$ cat src/rtl/cpu_writeback_arbiter.sv
// cpu_writeback_arbiter
//   Merges ALU results and load responses onto the single register file write
//   port and tracks which registers still wait on a load (decode hazards).
//
//   Load handshakes:
//   - An issue is accepted on i_ld_issue && o_ld_issue_ready.
//   - A response is accepted on i_ld_valid && o_ld_ready.
//   - The ALU path is never back-pressured.
//
// Ports
//   i_clk, i_rst                       clock, synchronous active-high reset
//   i_alu_valid/i_alu_rd/i_alu_data    ALU result
//   i_ld_issue/i_ld_rd/o_ld_issue_ready load issue, tag FIFO not full
//   i_ld_valid/i_ld_data/o_ld_ready    in-order load response
//   i_rs1_addr/i_rs2_addr/i_rd_addr    hazard query; o_stall result
//   o_wr_en/o_wr_addr/o_wr_data        registered register file write
//   o_addr_oob                         out-of-bounds address (half regfile)
//   o_ld_unexp                         response with no load outstanding
module cpu_writeback_arbiter #(
    parameter bit p_half_regfile = 1'b0,
    parameter int p_ld_depth     = 2
) (
    input  logic        i_clk,
    input  logic        i_rst,
    input  logic        i_alu_valid,
    input  logic [4:0]  i_alu_rd,
    input  logic [31:0] i_alu_data,
    input  logic        i_ld_issue,
    input  logic [4:0]  i_ld_rd,
    output logic        o_ld_issue_ready,
    input  logic        i_ld_valid,
    input  logic [31:0] i_ld_data,
    output logic        o_ld_ready,
    input  logic [4:0]  i_rs1_addr,
    input  logic [4:0]  i_rs2_addr,
    input  logic [4:0]  i_rd_addr,
    output logic        o_stall,
    output logic        o_wr_en,
    output logic [4:0]  o_wr_addr,
    output logic [31:0] o_wr_data,
    output logic        o_addr_oob,
    output logic        o_ld_unexp
);

    localparam int PW = (p_ld_depth > 1) ? $clog2(p_ld_depth) : 1;
    localparam int CW = $clog2(p_ld_depth + 1);
    localparam logic [PW-1:0] LAST_PTR = PW'(p_ld_depth - 1);
    localparam logic [CW-1:0] FULL_CNT = CW'(p_ld_depth);

    logic [4:0]    tag_q [p_ld_depth];
    logic [4:0]    tag_d [p_ld_depth];
    logic [PW-1:0] rd_ptr_q, rd_ptr_d, wr_ptr_q, wr_ptr_d;
    logic [CW-1:0] cnt_q, cnt_d;
    logic          hold_valid_q, hold_valid_d;
    logic [4:0]    hold_rd_q, hold_rd_d;
    logic [31:0]   hold_data_q, hold_data_d;
    logic [31:0]   pending_q, pending_d;
    logic          wr_en_q, wr_en_d;
    logic [4:0]    wr_addr_q, wr_addr_d;
    logic [31:0]   wr_data_q, wr_data_d;
    logic          wr_is_ld_q, wr_is_ld_d;
    logic          ld_unexp_q, ld_unexp_d;

    logic fifo_empty, fifo_full, alu_oob, issue_oob;
    logic issue_acc, resp_acc, alu_claim;
    logic [4:0] head_rd;

    function automatic logic [PW-1:0] ptr_next(input logic [PW-1:0] p);
        return (p == LAST_PTR) ? '0 : p + PW'(1);
    endfunction

    always_comb begin
        fifo_empty = (cnt_q == '0);
        fifo_full  = (cnt_q == FULL_CNT);
        alu_oob    = p_half_regfile && i_alu_rd[4];
        issue_oob  = p_half_regfile && i_ld_rd[4];
        o_addr_oob = p_half_regfile &&
                     ((i_alu_valid && i_alu_rd[4]) || (i_ld_issue && i_ld_rd[4]) ||
                      i_rs1_addr[4] || i_rs2_addr[4] || i_rd_addr[4]);
        o_ld_issue_ready = !fifo_full;
        o_ld_ready       = !hold_valid_q && !fifo_empty;
        issue_acc = i_ld_issue && !fifo_full && !issue_oob;
        resp_acc  = i_ld_valid && o_ld_ready;
        // An ALU result to x0 never needs the port, so it does not block loads.
        alu_claim = i_alu_valid && !alu_oob && (i_alu_rd != 5'd0);
        head_rd   = tag_q[rd_ptr_q];
        o_stall   = ((i_rs1_addr != 5'd0) && pending_q[i_rs1_addr]) ||
                    ((i_rs2_addr != 5'd0) && pending_q[i_rs2_addr]) ||
                    ((i_rd_addr  != 5'd0) && pending_q[i_rd_addr]);
    end

    always_comb begin
        tag_d        = tag_q;
        rd_ptr_d     = rd_ptr_q;
        wr_ptr_d     = wr_ptr_q;
        cnt_d        = cnt_q;
        hold_valid_d = hold_valid_q;
        hold_rd_d    = hold_rd_q;
        hold_data_d  = hold_data_q;
        pending_d    = pending_q;
        wr_en_d      = 1'b0;
        wr_addr_d    = wr_addr_q;
        wr_data_d    = wr_data_q;
        wr_is_ld_d   = 1'b0;
        ld_unexp_d   = i_ld_valid && fifo_empty;

        if (resp_acc) rd_ptr_d = ptr_next(rd_ptr_q);
        if (issue_acc) begin
            tag_d[wr_ptr_q] = i_ld_rd;
            wr_ptr_d        = ptr_next(wr_ptr_q);
        end
        case ({issue_acc, resp_acc})
            2'b10:   cnt_d = cnt_q + CW'(1);
            2'b01:   cnt_d = cnt_q - CW'(1);
            default: cnt_d = cnt_q;
        endcase

        // Fixed priority: ALU, held load, bypassing load.
        if (alu_claim) begin
            wr_en_d   = 1'b1;
            wr_addr_d = i_alu_rd;
            wr_data_d = i_alu_data;
            if (resp_acc) begin
                hold_valid_d = 1'b1;
                hold_rd_d    = head_rd;
                hold_data_d  = i_ld_data;
            end
        end else if (hold_valid_q) begin
            hold_valid_d = 1'b0;
            wr_en_d      = (hold_rd_q != 5'd0);
            wr_addr_d    = hold_rd_q;
            wr_data_d    = hold_data_q;
            wr_is_ld_d   = 1'b1;
        end else if (resp_acc) begin
            wr_en_d    = (head_rd != 5'd0);
            wr_addr_d  = head_rd;
            wr_data_d  = i_ld_data;
            wr_is_ld_d = 1'b1;
        end

        // Clear first so a same-edge set of the same register wins.
        if (wr_en_q && wr_is_ld_q) pending_d[wr_addr_q] = 1'b0;
        if (issue_acc && (i_ld_rd != 5'd0)) pending_d[i_ld_rd] = 1'b1;
    end

    always_ff @(posedge i_clk) begin
        tag_q <= tag_d;
        if (i_rst) begin
            rd_ptr_q     <= '0;
            wr_ptr_q     <= '0;
            cnt_q        <= '0;
            hold_valid_q <= 1'b0;
            hold_rd_q    <= '0;
            hold_data_q  <= '0;
            pending_q    <= '0;
            wr_en_q      <= 1'b0;
            wr_addr_q    <= '0;
            wr_data_q    <= '0;
            wr_is_ld_q   <= 1'b0;
            ld_unexp_q   <= 1'b0;
        end else begin
            rd_ptr_q     <= rd_ptr_d;
            wr_ptr_q     <= wr_ptr_d;
            cnt_q        <= cnt_d;
            hold_valid_q <= hold_valid_d;
            hold_rd_q    <= hold_rd_d;
            hold_data_q  <= hold_data_d;
            pending_q    <= pending_d;
            wr_en_q      <= wr_en_d;
            wr_addr_q    <= wr_addr_d;
            wr_data_q    <= wr_data_d;
            wr_is_ld_q   <= wr_is_ld_d;
            ld_unexp_q   <= ld_unexp_d;
        end
    end

    assign o_wr_en    = wr_en_q;
    assign o_wr_addr  = wr_addr_q;
    assign o_wr_data  = wr_data_q;
    assign o_ld_unexp = ld_unexp_q;

endmodule

$ cat config.mk
export PLATFORM = sky130hd
export DESIGN_NAME = cpu_writeback_arbiter
export DESIGN_NICKNAME = d
export VERILOG_FILES = /design/src/rtl/cpu_writeback_arbiter.sv
export SDC_FILE = /design/constraint.sdc
export NUM_CORES = 1
export LEC_CHECK = 0
export CAP_MARGIN = 0
export CORE_ASPECT_RATIO = 1.4
export CORE_MARGIN = 2
export CORE_UTILIZATION = 46
export CTS_CLUSTER_DIAMETER = 50
export DETAILED_ROUTE_END_ITERATION = 10
export GPL_TIMING_DRIVEN = 0
export PLACE_DENSITY = 0.78
export SETUP_SLACK_MARGIN = 0.3
export SYNTH_ARGS = -nofsm -noshare
export SYNTH_HDL_FRONTEND = slang
export SYNTH_SLANG_ARGS = --single-unit
$ cat constraint.sdc
create_clock -name i_clk -period 2.2 [get_ports i_clk]
set_input_delay 0.44 -clock i_clk [delete_from_list [all_inputs] [get_ports i_clk]]
set_output_delay 0.44 -clock i_clk [all_outputs]
set_load 0.1 [all_outputs]
Fig. 1: metal 2
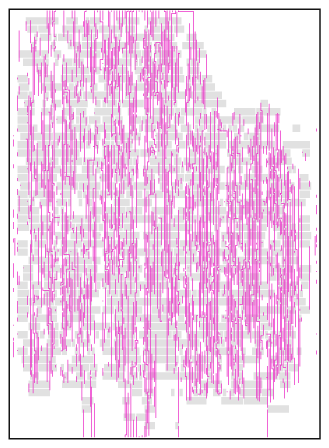
The layer carries 9,620 um of wire. The wires run mostly vertical. 789 nets have wire on it. The layer holds 52% of the routed length. The longest straight run is 70.4 um.

==> flow_summary_export.csv <==
group,metric,value,unit
timing,setup_viol,1,
synth,ff_type,"dfxtp_1",
cells_and_area,n_all_inverters,5,
timing,relSlewSlack,0.595,
worst_setup_path,critPathMaxStageDelay,0.48,ns
timing,rsz0062_at_grt,"yes",
detailed_routing,firstDrtPassIters,5,
outcome,violations,"negative setup slack",
grt,antenna_found_initial,0,
outcome,status,"complete, but fails checks",
synth,ys_sh_xor,0.00569,
synth,ys_sh_simple,0.183,
cells_and_area,final.clkbuf_count,21,
die,row_count,50,
worst_setup_path,crit_type,"reg2out",
synth,ys_top_cells_by_area,"dfxtp_1 37%, nand2_1 11%, mux2i_1 8.1%",
synth,yosysWarnings,0,
cells_and_area,comb_cells,531,
worst_setup_path,critPathArrivalTime,2.16,ns
timing,timing.final.ws_setup,-0.404,ns
cells_and_area,area_growth,38.7,%
pwr,p_per_area,994,nW/um^2
synth,top_area_frac,0.367,
timing,fin_crit,2.60,ns
clock_network,post-cts-setup-buffers,4,
Fig. 2: M1 wires
Supply wires on this layer in gray.
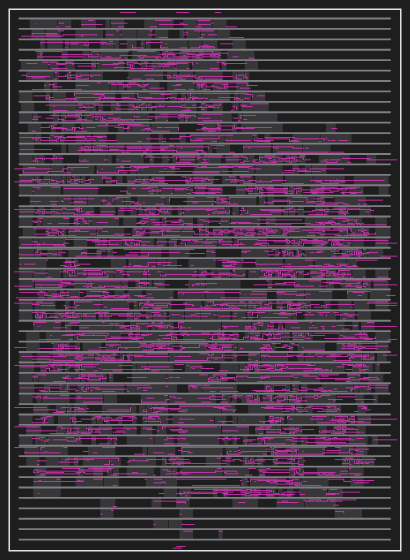
The wires run mostly horizontal. The layer holds 37% of the routed length.

per-stage QoR:
step	utilization	std cells	worst slack [ns]	hold WS (ns)
floorplan	-	717	-0.690	0.436
global placement	0.588	1026	-1.81	0.441
detailed placement	0.588	1026	-1.88	0.448
CTS	0.639	1059	-0.410	0.455
global route	0.648	1065	-0.483	0.365
finish	0.648	1065	-0.404	0.339
final timing paths:
kind	start	to	slack (ns)	cells after the start
max reg2reg	cnt_q[1]$_SDFFE_PP0P_	o_wr_addr[3]$_SDFFE_PP0P_	0.41	6
min	i_alu_rd[4]	o_wr_addr[4]$_SDFFE_PP0P_	0.34	3
max	pending_q[14]$_SDFF_PP0_	o_stall	-0.40	6
min reg2reg	hold_data_q[6]$_SDFFE_PP0P_	hold_data_q[6]$_SDFFE_PP0P_	0.46	2
cells in the final DEF (no fill, tap or decap), types with 5 or more instances in the layout:
master | synthesis | layout
clkbuf_1 | 39 | 23
nor2_1 | 27 | 23
clkbuf_4 | 0 | 5
a211oi_1 | 7 | 7
buf_4 | 4 | 17
mux2_2 | 13 | 13
clkdlybuf4s15_2 | 0 | 38
o211ai_1 | 33 | 33
clkbuf_2 | 0 | 14
clkdlybuf4s50_1 | 0 | 79
inv_1 | 5 | 5
mux4_2 | 15 | 15
nor3_1 | 8 | 7
a21oi_1 | 99 | 99
o21ai_0 | 35 | 35
dfxtp_1 | 113 | 110
clkinv_2 | 0 | 6
clkbuf_16 | 0 | 19
edfxtp_1 | 10 | 10
nor2b_1 | 5 | 5
mux2i_1 | 50 | 50
nor3b_1 | 6 | 6
nand2_1 | 174 | 172
critical path, delay by kind of cell (launching register included):
family                 cells  cell delay (ns)
and+or+nand+nor            2             0.50
muxes                      1             0.48
DFF                        1             0.34
AOI/OAI and AO/OA          2             0.20
buffers and inverters      1             0.22
Power is estimated from default activity; no workload was simulated.
